[src/rtl/claa_multiword_seq.sv]
// Carry-lookahead adder slice: lookahead inside each cascade_size group, ripple between groups.
// Latency: purely combinational.
// Backpressure: none; the caller registers the carry between slices.
module claa #(
    parameter int cascade_size = 4,
    parameter int word_width   = 8
) (
    input  logic [word_width-1:0] A,
    input  logic [word_width-1:0] B,
    input  logic                  C_IN,
    output logic [word_width-1:0] R,
    output logic                  C_OUT
);
    localparam int GROUPS = word_width / cascade_size;

    logic [word_width-1:0] prop;
    logic [word_width-1:0] gen;
    logic [word_width:0]   carry;
    logic                  term;
    logic                  lookahead;

    // Each carry inside a group is formed directly from that group's carry-in.
    always_comb begin
        prop      = A ^ B;
        gen       = A & B;
        carry     = '0;
        term      = 1'b0;
        lookahead = 1'b0;
        carry[0]  = C_IN;
        for (int grp = 0; grp < GROUPS; grp++) begin
            for (int i = 1; i <= cascade_size; i++) begin
                term = carry[grp*cascade_size];
                for (int j = 0; j < i; j++) begin
                    term = term & prop[grp*cascade_size+j];
                end
                lookahead = term;
                for (int j = 0; j < i; j++) begin
                    term = gen[grp*cascade_size+j];
                    for (int k = j + 1; k < i; k++) begin
                        term = term & prop[grp*cascade_size+k];
                    end
                    lookahead = lookahead | term;
                end
                carry[grp*cascade_size+i] = lookahead;
            end
        end
        R     = prop ^ carry[word_width-1:0];
        C_OUT = carry[word_width];
    end
endmodule

// Multi-word add/subtract, one word_width chunk per clock through a shared CLAA, LSB chunk first.
// Latency: accept at edge k, OUT_VALID after edge k+word_count.
// Backpressure: result held in DONE until OUT_READY; no new request accepted outside IDLE.
module claa_multiword_seq #(
    parameter int cascade_size = 4,
    parameter int word_width   = 8,
    parameter int word_count   = 4
) (
    input  logic                             CLK,
    input  logic                             RESET,
    input  logic                             IN_VALID,
    output logic                             IN_READY,
    input  logic                             SUB,
    input  logic                             C_IN,
    input  logic [word_width*word_count-1:0] A,
    input  logic [word_width*word_count-1:0] B,
    output logic                             OUT_VALID,
    input  logic                             OUT_READY,
    output logic [word_width*word_count-1:0] R,
    output logic                             C_OUT,
    output logic                             OVF,
    output logic                             BUSY
);
    localparam int W     = word_width * word_count;
    localparam int IDX_W = (word_count > 1) ? $clog2(word_count) : 1;

    typedef enum logic [1:0] {
        IDLE = 2'd0,
        RUN  = 2'd1,
        DONE = 2'd2
    } state_t;

    state_t                 state_q;
    state_t                 state_d;
    logic [W-1:0]           a_q;
    logic [W-1:0]           beff_q;
    logic [W-1:0]           r_q;
    logic                   carry_q;
    logic                   c_out_q;
    logic                   ovf_q;
    logic [IDX_W-1:0]       idx_q;

    logic [word_width-1:0]  a_chunk;
    logic [word_width-1:0]  b_chunk;
    logic [word_width-1:0]  sum_chunk;
    logic                   sum_carry;
    logic                   accept;
    logic                   last_chunk;

    assign accept     = (state_q == IDLE) && IN_VALID;
    assign last_chunk = (idx_q == IDX_W'(word_count - 1));
    assign a_chunk    = a_q[idx_q*word_width +: word_width];
    assign b_chunk    = beff_q[idx_q*word_width +: word_width];

    claa #(
        .cascade_size(cascade_size),
        .word_width  (word_width)
    ) u_claa (
        .A    (a_chunk),
        .B    (b_chunk),
        .C_IN (carry_q),
        .R    (sum_chunk),
        .C_OUT(sum_carry)
    );

    always_ff @(posedge CLK or posedge RESET) begin
        if (RESET) begin
            state_q <= IDLE;
        end else begin
            state_q <= state_d;
        end
    end

    always_comb begin
        state_d   = state_q;
        IN_READY  = 1'b0;
        OUT_VALID = 1'b0;
        BUSY      = 1'b0;
        case (state_q)
            IDLE: begin
                IN_READY = 1'b1;
                if (IN_VALID) begin
                    state_d = RUN;
                end
            end
            RUN: begin
                BUSY = 1'b1;
                if (last_chunk) begin
                    state_d = DONE;
                end
            end
            DONE: begin
                OUT_VALID = 1'b1;
                if (OUT_READY) begin
                    state_d = IDLE;
                end
            end
            default: state_d = IDLE;
        endcase
    end

    // Subtract folds into add: A + ~B with carry-in inverted, so C_OUT reads as "no borrow".
    always_ff @(posedge CLK or posedge RESET) begin
        if (RESET) begin
            a_q     <= '0;
            beff_q  <= '0;
            r_q     <= '0;
            carry_q <= 1'b0;
            c_out_q <= 1'b0;
            ovf_q   <= 1'b0;
            idx_q   <= '0;
        end else if (accept) begin
            a_q     <= A;
            beff_q  <= SUB ? ~B : B;
            carry_q <= C_IN ^ SUB;
            idx_q   <= '0;
        end else if (state_q == RUN) begin
            r_q[idx_q*word_width +: word_width] <= sum_chunk;
            carry_q <= sum_carry;
            idx_q   <= idx_q + IDX_W'(1);
            if (last_chunk) begin
                c_out_q <= sum_carry;
                ovf_q   <= (a_q[W-1] == beff_q[W-1]) && (sum_chunk[word_width-1] != a_q[W-1]);
            end
        end
    end

    assign R     = r_q;
    assign C_OUT = c_out_q;
    assign OVF   = ovf_q;
endmodule
[config.mk]
export PLATFORM = sky130hd
export DESIGN_NAME = claa_multiword_seq
export DESIGN_NICKNAME = d
export VERILOG_FILES = /design/src/rtl/claa_multiword_seq.sv
export SDC_FILE = /design/constraint.sdc
export NUM_CORES = 1
export LEC_CHECK = 0
export ABC_AREA = 1
export CORE_MARGIN = 4
export CORE_UTILIZATION = 52
export DETAILED_ROUTE_END_ITERATION = 8
export GPL_TIMING_DRIVEN = 0
export PLACE_DENSITY = 0.81
export SLEW_MARGIN = 20
export SYNTH_ARGS = -nofsm -noshare
export SYNTH_HDL_FRONTEND = slang
export SYNTH_SLANG_ARGS = --single-unit
[constraint.sdc]
create_clock -name CLK -period 4.45 [get_ports CLK]
set_clock_uncertainty 0.15 [all_clocks]
set_input_delay 0.89 -clock CLK [delete_from_list [all_inputs] [get_ports CLK]]
set_output_delay 0.89 -clock CLK [all_outputs]
set_load 0.005 [all_outputs]
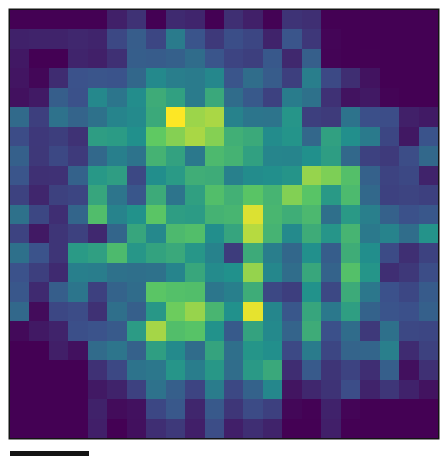
Figure 1: run 1, wire density map.
Bar = 20 um. The die is cut into 22 by 22 equal tiles; dark purple is low, yellow is high, scaled to the fullest tile. Values are wire area over tile area, all layers added.
tiles over half the peak: 22%
densest ninth of the die: center
mean over tiles: 0.18

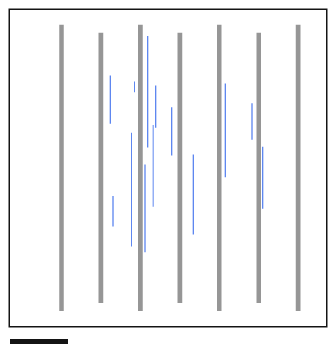
Figure 2: run 1, M4 wires.
Bar = 20 um. Supply wires on this layer in gray.
nets with wire on the layer: 10
longest straight run: 38.8 um
share of all routed wire: 2.2%
wire length on this layer: 288 um

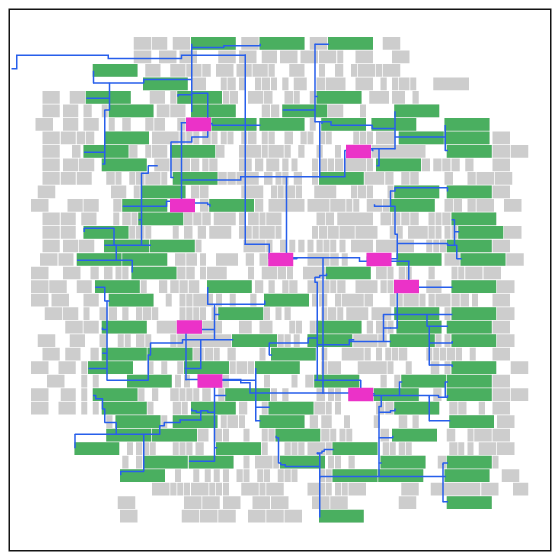
Figure 3: run 1, clock network drawn from the DEF.
[blue] clock wires | length: 1090 um
[magenta] clock drivers | count: 9
[green] flip-flops | count: 103
routed clock nets: 10

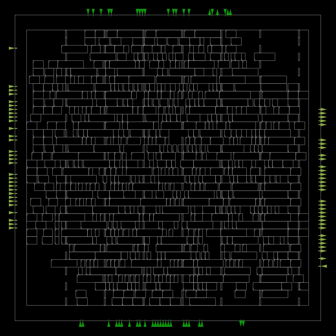
Figure 4: run 1, cell outlines without signal wires.
Filler cells: 827
Row Count: 36
non-filler instance count after layout: 863

==> results.json, run 1 <==
{
  "status": "complete, no violations",
  "grt_max_degree": 60,
  "clkbuf_count": 11,
  "slowest_delay_ns": 0.48,
  "hold_class": "reg -> reg",
  "comb_area_share_pct": 34.3,
  "critical_path_buf_inv_count": 4,
  "hold_viol": 0,
  "worst_pin_slew_ns": 0.567,
  "synth_top_flop_cell": "dfrtp_1",
  "clkCellAreaFrac_pct": 3.25,
  "power_density_nw_per_um2": 765,
  "synth-async-reset-ratio_pct": 100,
  "die_w_um": 109,
  "holdWs_ns": 0.328,
  "aoi_share_pct": 12.8,
  "crit_fanout": 12,
  "drtPass1Iterations": 5,
  "final_core_utilization_pct": 68.7,
  "reg2reg_slack_ns": 0.70,
  "vias": 4524,
  "drtIter0Drc": 267,
  "cts.repair.resized": 0,
  "tool_warnings": 33,
  "ys_sh_adder_pct": 4.56,
  "ys_seq_share_pct": 48.9,
  "buffers_excl_clock": 137,
  "dr_wl_met3_um": 704,
  "fin_nets": 814,
  "nonClkBufAreaFrac_pct": 19.2,
  "path_clk_slew_ns": 0.10,
  "startpoint_type": "flop",
  "postCtsHoldBufs": 0,
  "synth_cell_types": 36,
  "synth_nets": 697,
  "syn_to_final_growth_pct": 27.9,
  "rsz0062_at_grt": "false",
  "synth-edff-count": 0,
  "seq_area_um2": 2580,
  "cts_tree": "done",
  "drc": 0,
  "taps": 133,
  "floorplan.core_util_pct": 53.7,
  "h-tree-depth": 3,
  "ir_worst_vdd_v": 0.000391,
  "yosysWarnings": 0,
  "wl_met2_mm": 6.64,
  "xor_share_pct": 6.14,
  "top_cell_area_share_pct": 48.9,
  "crit_path_top_delay_cell": "clkbuf_1",
  "lay_top_count": "nand2_1",
  "m1WireLength_mm": 5.51,
  "area_leaders": "dfrtp_1, nand2_1, xnor2_1",
  "post-route-cell-area_um2": 6740,
  "io_pins": 107,
  "arrival_ns": 3.87,
  "gp_congestion": 0.873,
  "post_dp_cell_area_um2": 6520,
  "n_antenna_cell": 0,
  "antenna_found_initial": 0,
  "dp_hpwl_mm": 10.4,
  "worstPathCellList": "inv_1 -> clkbuf_1 -> o21ai_0 -> o22ai_1 -> ha_1 -> nand2_1 -> nand4_1 -> nand2_1 -> inv_1 -> nor2_1 -> inv_1 -> ha_1 -> nand2_1 -> nand3_1 -> xnor2_1 -> nor2_1 -> nand2_1 -> o21ai_1",
  "synthesis.area_um2": 5270,
  "flops": 103,
  "highest_layer": "met4",
  "cap_violations": 0,
  "max_freq_mhz": 267,
  "drive_gt1_share_pct": 9.18,
  "setup_viol": 0,
  "die_h_um": 109,
  "numSynthFlops": 103,
  "critPathKind": "reg -> reg",
  "numCtsBuffers": 9,
  "grt_pass1_vias": 4498,
  "drv_slew": 0,
  "core-area_um2": 9820,
  "ys_top_logic_family": "simple AND/OR/NAND/NOR gates",
  "ys_sh_mux_pct": 0,
  "postCtsSetupBuffers": 0,
  "portBuffers": 105,
  "yosysMostFrequentCell": "nand2_1",
  "grt_usage_pct": 23.6,
  "yosysCellCount": 609,
  "maxSlewHeadroom_pct": 62.2,
  "synth.largest_area_cell": "dfrtp_1"
}
## run 1: flip-flops by register name, summed over array words and instances, names as in the netlist
| signal | count |
|---|---|
| R | 32 |
| OVF | 1 |
| idx_q | 2 |
| beff_q | 32 |
| a_q | 32 |
| C_OUT | 1 |
| carry_q | 1 |
| state_q | 2 |
## run 1: power breakdown
| group | internal [W] | total [W] | switching, W |
|---|---|---|---|
| logic | 0.00112 | 0.00293 | 0.00181 |
| clock network | 0.000332 | 0.000642 | 0.000310 |
| registers | 0.00134 | 0.00158 | 0.000246 |
## run 1: per-layer routing
| metal | track usage (%) | up-vias |
|---|---|---|
| met3 | 4.14 | 27 |
| met1 | 30.1 | 2154 |
| met5 | 0 | - |
| met4 | 8.93 | 0 |
| met2 | 40.2 | 158 |
| li1 | - | 2185 |
## run 1: through the flow
| step | TNS (ns) | power [W] | setup WS, ns | std cells |
|---|---|---|---|---|
| floorplan | 0 | 0.00348 | 0.706 | 609 |
| global placement | -56.87 | 0.00437 | -0.560 | 847 |
| detailed placement | 0 | 0.00449 | 0.817 | 848 |
| CTS | 0 | 0.00513 | 0.807 | 863 |
| global route | 0 | 0.00558 | 0.355 | 863 |
| finish | 0 | 0.00516 | 0.701 | 863 |
## run 1: final timing paths
path | start | end | cells after the start
hold / removal | a_q[18]$_DFFE_PP0P_ | a_q[18]$_DFFE_PP0P_ | 2
setup / recovery | idx_q[1]$_DFFE_PP0P_ | R[14]$_DFFE_PP0P_ | 18
setup reg to reg | idx_q[1]$_DFFE_PP0P_ | R[14]$_DFFE_PP0P_ | 18
max in group asynchronous | RESET | beff_q[29]$_DFFE_PP0P_ | 3
min in group asynchronous | RESET | R[10]$_DFFE_PP0P_ | 2
hold reg to reg | a_q[18]$_DFFE_PP0P_ | a_q[18]$_DFFE_PP0P_ | 2
Figure 5. Where the registers sit (run 1).
Other sequential cells in the stronger gray, the rest of the logic in the fainter gray.
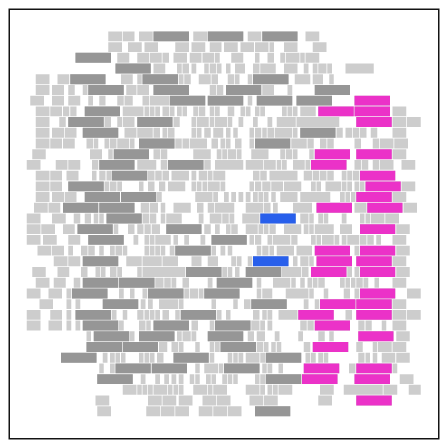

==> run 2: changes to the inputs <==
==> constraint.sdc (replaced) <==
create_clock -name CLK -period 3.6 [get_ports CLK]
set_clock_uncertainty 0.15 [all_clocks]
set_input_delay 0.72 -clock CLK [delete_from_list [all_inputs] [get_ports CLK]]
set_output_delay 0.72 -clock CLK [all_outputs]
set_load 0.005 [all_outputs]
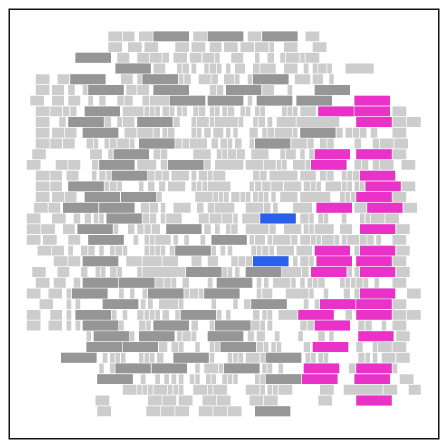
Figure 6: run 2, where the registers sit.
Other sequential cells in the stronger gray, the rest of the logic in the fainter gray.
[blue] `idx_q` | sequential cells: 2
[magenta] `R` | sequential cells: 32

==> results.json, run 2 <==
{
  "status": "complete, no violations",
  "grt_usage_pct": 23.6,
  "postCtsHoldBufs": 0,
  "io_pins": 107,
  "rsz0062_at_grt": "false",
  "yosysCellCount": 609,
  "max_freq_mhz": 296,
  "power.share.sequential_pct": 30.0,
  "hold_viol": 0,
  "min_to": "a_q[18]$_DFFE_PP0P_",
  "grt_max_degree": 60,
  "comb_power_share_pct": 57.9,
  "dp_cells": 848,
  "internal_power_w": 0.00354,
  "ys_sh_mux_pct": 0,
  "core.rowCount": 36,
  "drc": 0,
  "critical_path_depth": 19,
  "die_h_um": 109,
  "critical_path_buf_inv_count": 5,
  "holdWs_ns": 0.329,
  "antenna_found_initial": 0,
  "h-tree-depth": 3,
  "cts.repair.resized": 1,
  "hold_path.startpoint": "a_q[18]$_DFFE_PP0P_",
  "r2r-start": "idx_q[0]$_DFFE_PP0P_",
  "n_antenna_cell": 0,
  "final_core_utilization_pct": 69.3,
  "synth_nets": 697,
  "critPathKind": "reg -> reg",
  "drtIter0Drc": 252,
  "startpoint_type": "flop",
  "vias": 4540,
  "portBuffers": 105,
  "crit_path_end": "R[14]$_DFFE_PP0P_",
  "postCtsSetupBuffers": 0,
  "grt_pass1_vias": 4502,
  "drv_slew": 0,
  "clockPowerShare_pct": 12.1,
  "worstPathCellList": "buf_4 -> inv_4 -> buf_4 -> nor2_1 -> o22ai_1 -> ha_1 -> nand2_1 -> nand4_1 -> nand2_1 -> inv_1 -> nor2_2 -> inv_1 -> ha_1 -> nand2_1 -> nand3_1 -> xnor2_2 -> nor2_1 -> nand2_1 -> o21ai_1",
  "hold_class": "reg -> reg",
  "tool_warnings": 33,
  "cts_tree": "done",
  "crit_path_start": "idx_q[0]$_DFFE_PP0P_",
  "die_w_um": 109,
  "core-area_um2": 9820,
  "floorplan.core_util_pct": 53.7,
  "power_density_nw_per_um2": 959,
  "path_clk_slew_ns": 0.10,
  "whs_path_depth": 2,
  "slowest_delay_ns": 0.43,
  "numCtsBuffers": 9,
  "synth-async-reset-ratio_pct": 100,
  "synth_top_flop_cell": "dfrtp_1",
  "yosysMostFrequentCell": "nand2_1",
  "dp_hpwl_mm": 10.4,
  "swShare_pct": 45.8,
  "synth_cell_types": 36,
  "synth-edff-count": 0
}
run 2: cell counts after synthesis:
Identical to the previous run, type by type.
run 2: through the flow:
step,setup slack [ns],power (W)
after floorplan,0.0262,0.00431
after global placement,-1.24,0.00540
after detailed placement,-0.0327,0.00555
after CTS,0.0371,0.00635
after global routing,0.00902,0.00705
final,0.217,0.00652
run 2: final cells by class:
class,count,area [um^2]
Tap cell,133,166
Multi-Input combinational cell,431,2350
Buffer,31,234
Sequential cell,103,2580
Fill cell,814,3020
Clock buffer,11,141
Timing Repair Buffer,107,1090
Inverter,44,175
Clock inverter,4,77.6
run 2: per-layer routing:
layer | global-route usage, % | up-vias | share of wire (%)
met4 | 8.93 | 0 | 2.3
met5 | 0 | - | 0
met3 | 4.14 | 29 | 5.5
met1 | 30.1 | 2163 | 42
li1 | - | 2192 | -
met2 | 40.2 | 156 | 51
run 2: power groups by stage:
stage,logic [W],registers [W],clock network (W)
after floorplan,0.00242,0.00188,0
after global placement,0.00346,0.00195,0
after detailed placement,0.00359,0.00196,0
after CTS,0.00360,0.00194,0.000801
after global routing,0.00419,0.00201,0.000851
final,0.00378,0.00195,0.000792
run 2: worst register-to-register path, stage by stage, from the launching register on:
cell	delay, ns
dfrtp_1	0.43
buf_4	0.19
inv_4	0.11
buf_4	0.22
nor2_1	0.06
o22ai_1	0.25
ha_1	0.34
nand2_1	0.11
nand4_1	0.10
nand2_1	0.09
inv_1	0.05
nor2_2	0.13
inv_1	0.06
ha_1	0.21
nand2_1	0.06
nand3_1	0.14
xnor2_2	0.19
nor2_1	0.17
nand2_1	0.11
o21ai_1	0.13
run 2: logic make-up after synthesis:
| kind of cell | Yosys count |
|---|---|
| compound gates | 119 |
| xor+xnor | 37 |
| fa+ha+maj | 18 |
| buf+inv | 75 |
| flops | 103 |
| simple gates | 257 |
No activity file was given, so power comes from the tool's default toggle rates.
